**Supply network**

Scale bar: 20 µm. Pins as bars on the die edge.
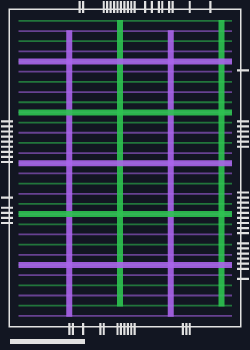
**Placed cells, one color a class**

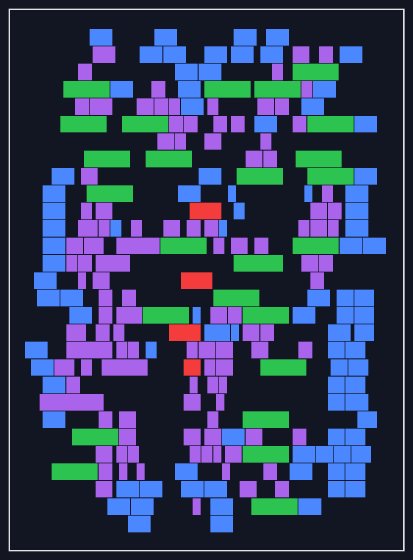
**Routed clock nets over the placement**

Scale bar: 20 µm.
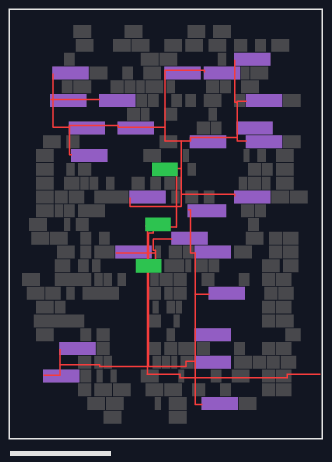
**Routed metal, one color a layer**

Scale bar: 20 µm.
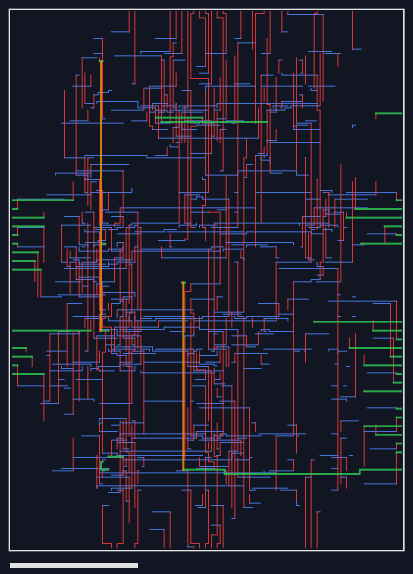
<file path="src/rtl/imm_gen_core.sv">
// RV32I immediate generator: decodes the opcode, sign-extends the immediate and
// registers it with a one-cycle latency. Define IMM_GEN_UTYPE_EN to decode LUI/AUIPC.
module imm_gen_core (
    input  logic        clk,
    input  logic        rst_n,
    input  logic [31:0] instruction,
    input  logic        instr_valid,
    output logic [31:0] imm_out,
    output logic        imm_valid,
    output logic [2:0]  imm_fmt
);

    localparam int unsigned XLEN  = 32;
    localparam int unsigned OPC_W = 7;
    localparam int unsigned FMT_W = 3;

    localparam logic [OPC_W-1:0] OPC_OP_IMM = 7'b0010011;
    localparam logic [OPC_W-1:0] OPC_LOAD   = 7'b0000011;
    localparam logic [OPC_W-1:0] OPC_JALR   = 7'b1100111;
    localparam logic [OPC_W-1:0] OPC_STORE  = 7'b0100011;
    localparam logic [OPC_W-1:0] OPC_BRANCH = 7'b1100011;
    localparam logic [OPC_W-1:0] OPC_JAL    = 7'b1101111;
    localparam logic [OPC_W-1:0] OPC_LUI    = 7'b0110111;
    localparam logic [OPC_W-1:0] OPC_AUIPC  = 7'b0010111;

    localparam logic [FMT_W-1:0] FMT_NONE = 3'd0;
    localparam logic [FMT_W-1:0] FMT_I    = 3'd1;
    localparam logic [FMT_W-1:0] FMT_S    = 3'd2;
    localparam logic [FMT_W-1:0] FMT_B    = 3'd3;
    localparam logic [FMT_W-1:0] FMT_U    = 3'd4;
    localparam logic [FMT_W-1:0] FMT_J    = 3'd5;

    logic [OPC_W-1:0] opcode_c;
    logic             sign_c;
    logic [XLEN-1:0]  imm_c;
    logic [FMT_W-1:0] fmt_c;

    assign opcode_c = instruction[OPC_W-1:0];
    assign sign_c   = instruction[31];

    // Opcode-only decode; funct3/funct7 never influence the immediate.
    always_comb begin
        imm_c = '0;
        fmt_c = FMT_NONE;
        unique case (opcode_c)
            OPC_OP_IMM, OPC_LOAD, OPC_JALR: begin
                fmt_c = FMT_I;
                imm_c = {{20{sign_c}}, instruction[31:20]};
            end
            OPC_STORE: begin
                fmt_c = FMT_S;
                imm_c = {{20{sign_c}}, instruction[31:25], instruction[11:7]};
            end
            OPC_BRANCH: begin
                fmt_c = FMT_B;
                imm_c = {{19{sign_c}}, sign_c, instruction[7], instruction[30:25],
                         instruction[11:8], 1'b0};
            end
            OPC_JAL: begin
                fmt_c = FMT_J;
                imm_c = {{11{sign_c}}, sign_c, instruction[19:12], instruction[20],
                         instruction[30:21], 1'b0};
            end
`ifdef IMM_GEN_UTYPE_EN
            OPC_LUI, OPC_AUIPC: begin
                fmt_c = FMT_U;
                imm_c = {instruction[31:12], 12'h000};
            end
`endif
            default: begin
                fmt_c = FMT_NONE;
                imm_c = '0;
            end
        endcase
    end

    // Result register: payload holds when idle, valid is a one-cycle strobe.
    always_ff @(posedge clk) begin
        if (!rst_n) begin
            imm_out   <= '0;
            imm_fmt   <= FMT_NONE;
            imm_valid <= 1'b0;
        end else begin
            imm_valid <= instr_valid;
            if (instr_valid) begin
                imm_out <= imm_c;
                imm_fmt <= fmt_c;
            end
        end
    end

endmodule

</file>
<file path="config.mk">
export PLATFORM = sky130hd
export DESIGN_NAME = imm_gen_core
export DESIGN_NICKNAME = d
export VERILOG_FILES = /design/src/rtl/imm_gen_core.sv
export SDC_FILE = /design/constraint.sdc
export NUM_CORES = 1
export LEC_CHECK = 0
export CELL_PAD_IN_SITES_DETAIL_PLACEMENT = 0
export CELL_PAD_IN_SITES_GLOBAL_PLACEMENT = 1
export CORE_ASPECT_RATIO = 1.4
export CORE_MARGIN = 2
export CORE_UTILIZATION = 30
export DETAILED_ROUTE_END_ITERATION = 7
export GPL_ROUTABILITY_DRIVEN = 0
export GPL_TIMING_DRIVEN = 0
export PLACE_DENSITY_LB_ADDON = 0.1
export RECOVER_POWER = 100
export SETUP_SLACK_MARGIN = 0.02
export SYNTH_ARGS = -nofsm -noshare
export SYNTH_HDL_FRONTEND = slang
export SYNTH_SLANG_ARGS = --single-unit
</file>
<file path="constraint.sdc">
create_clock -name clk -period 1.8 [get_ports clk]
set_input_delay 0.27 -clock clk [delete_from_list [all_inputs] [get_ports clk]]
set_output_delay 0.27 -clock clk [all_outputs]
set_load 0.03 [all_outputs]
</file>
==> qor.log <==
qor: yosys.synthDominantAreaCellType sky130_fd_sc_hd__dfxtp_1
qor: route.dr.pass1.iters 4
qor: clock_network.post_cts_resize_count 12
qor: setup_path.critPathMaxStageDelay 0.56 ns
qor: route.drt_first_iter_violations 38
qor: layout.nNonClkInverters 9
qor: yosys.synth_compound_gate_area_share 0.242
qor: yosys.yosys_most_used_dff sky130_fd_sc_hd__dfxtp_1
qor: sta.worst_slew_margin_rel 0.698
qor: setup_path.timing.critical_path.max_delay_family AND-OR/OR-AND gates
qor: route.final_antenna_net_count 0
qor: clock_network.cts_hold_buf 0
qor: layout.num-nonclk-buffers 90
qor: clock_network.cts_buffers 3
qor: sta.layout_worst_path_cycle_share 0.958
qor: clock_network.htree_num_levels 1
qor: layout.antenna_cells 0
qor: yosys.syn_avg_cell_area 8.96 µm²
qor: layout.biggestCellCategory non-clock buffers
qor: yosys.ys_warn_count 0
qor: layout.largest_register imm_out
qor: floorplan.floorplan.core_area 0.00450 mm²
qor: yosys.synth-edff-count 0
qor: layout.seqCellArea 502 µm²
qor: sta.post-route-min-period 1.72 ns
qor: floorplan.num_rows 29
qor: layout.syn2layout_area_growth 58.9%
qor: setup_path.cp_cell_sequence clkdlybuf4s50_1 -> mux2_4 -> a211oi_4 -> o211ai_1 -> a21boi_0
qor: outcome.status finished clean
qor: global_routing.grt_pass1_wl 5980 µm
qor: power.power.ir.vdd_worst 208 µV
qor: clock_network.clk_pin_slew 0.09 ns
qor: layout.final_layout_top_logic_cells sky130_fd_sc_hd__clkdlybuf4s50_1 (35), sky130_fd_sc_hd__dfxtp_1 (24), sky130_fd_sc_hd__dlygate4sd3_1 (24), sky130_fd_sc_hd__nand2b_1 (16), sky130_fd_sc_hd__nand3_1 (14)
qor: layout.seq_share 0.227
qor: global_routing.global_route.overflow_total 0
qor: place.hpwl 3080 µm
qor: layout.final-clk-cell-share 0.0221
qor: sta.final_max_slew_viol_count 0
qor: yosys.netlist_top_cells_area sky130_fd_sc_hd__dfxtp_1 (36%), sky130_fd_sc_hd__a21boi_1 (8.1%), sky130_fd_sc_hd__nand2b_1 (7.2%), sky130_fd_sc_hd__buf_4 (5.9%), sky130_fd_sc_hd__nand3_1 (5.0%)
qor: yosys.yosys.area_share.xor_xnor 0
qor: power.power_frac_comb 0.181
qor: setup_path.end_kind flip-flop
qor: setup_path.worstSetupPathType input pin to flip-flop
qor: yosys.synth-seq-area-share 0.360
qor: yosys.yosys-mux-area-fraction 0.0252
qor: yosys.top_area_frac 0.360
qor: sta.final_worst_setup_slack 0.0755 ns
qor: global_routing.initial_antenna_violation_count 0
qor: layout.signal_buffer_area_fraction 0.369
qor: power.design_power_total 1110 µW
qor: power.power_leakage 0.000884 µW
qor: layout.area.combinational 731 µm²
qor: floorplan.tapcell.inserted 62
qor: power.total_switching_power 282 µW
qor: layout.multi_input_comb_cells 101
qor: sta.tightest_slew 0.453 ns
qor: yosys.number_of_nets_produced_by_synthesis 190
qor: global_routing.grt_start_max_net_pins 16
qor: setup_path.crit_path_start_kind input pin
qor: place.dp_worst_setup_slack -0.193 ns
Notes on 'supply network' above:
- purple: VSS
- green: VDD
- rows: 29
- met5 straps: 5
- signal pins: 71
DIE WIDTH: 61.5 µm
die boundary height: 84.5 µm

Notes on 'placed cells, one color a class' above:
- blue: remaining buffers and delay cells (cells 90; share of their area 38%)
- purple: combinational and other logic (cells 110; share of their area 36%)
- green: sequential cells (cells 25; share of their area 24%)
- red: clock drivers and dummy loads (cells 4; share of their area 2.3%)

Notes on 'routed clock nets over the placement' above:
- red: clock wires (length 358 µm)
- green: clock drivers (count 3)
- purple: flip-flops (count 25)
- routed clock nets: 4
clock group power: 348 µW
share of total power in the clock network: 0.314
clk_skew: 0 ns
Skew-Pair Late Insertion Delay: 0.27 ns

Notes on 'routed metal, one color a layer' above:
- orange: metal 4 (wire length 71.4 µm)
- green: metal 3 (wire length 206 µm)
- red: metal 2 (wire length 2050 µm)
- blue: metal 1 (wire length 1550 µm)
final routed wirelength across all metal layers: 3880 µm
GR Util All Layers: 0.151
vias: 1408
routed len/inst: 13.3 µm

metal layers:
layer  vias up  track usage  share of wire
met5         -            0              0
met4         0       0.0600          0.018
met3         5       0.0293          0.053
met2        50        0.264           0.53
met1       655        0.171           0.40
li1        698            -              -
worst paths after layout:
path	from	endpoint	slack, ns	cells after the start
hold / removal	imm_out[12]	imm_out[12]	0.47	2
hold reg to reg	imm_out[12]	imm_out[12]	0.47	2
setup reg to reg	imm_out[4]	imm_out[4]	1.03	3
setup / recovery	instruction[5]	imm_out[14]	0.08	5
Yosys cell counts, types with 2 or more instances:
library cell and instances:
sky130_fd_sc_hd__nand4b_1 2, sky130_fd_sc_hd__mux2i_1 2, sky130_fd_sc_hd__o21ai_0 3, sky130_fd_sc_hd__buf_2 2
sky130_fd_sc_hd__nor2b_1 6, sky130_fd_sc_hd__nand3_1 14, sky130_fd_sc_hd__a31oi_1 4, sky130_fd_sc_hd__a21boi_1 15
sky130_fd_sc_hd__a21boi_0 4, sky130_fd_sc_hd__o211ai_1 8, sky130_fd_sc_hd__nand2b_1 16, sky130_fd_sc_hd__nand3b_1 3
sky130_fd_sc_hd__o22ai_1 2, sky130_fd_sc_hd__clkbuf_1 5, sky130_fd_sc_hd__nor3_1 8, sky130_fd_sc_hd__buf_4 11
sky130_fd_sc_hd__dfxtp_1 25, sky130_fd_sc_hd__inv_1 9
stage by stage:
stage                util  setup TNS, ns  hold WS, ns  cell area [µm²]
floorplan               -              0        0.423             1390
global placement    0.482          -2.04        0.456             2170
detailed placement  0.482          -3.01        0.462             2170
CTS                 0.490              0        0.476             2200
global route        0.491              0        0.484             2210
finish              0.491              0        0.471             2210
kinds of logic (layout without fill, tap and decap cells):
family | Yosys count | count (layout)
buf+inv | 29 | 103
compound gates | 43 | 43
flops | 25 | 25
mux | 3 | 3
simple gates | 55 | 55
No activity file was given, so power comes from the tool's default toggle rates.
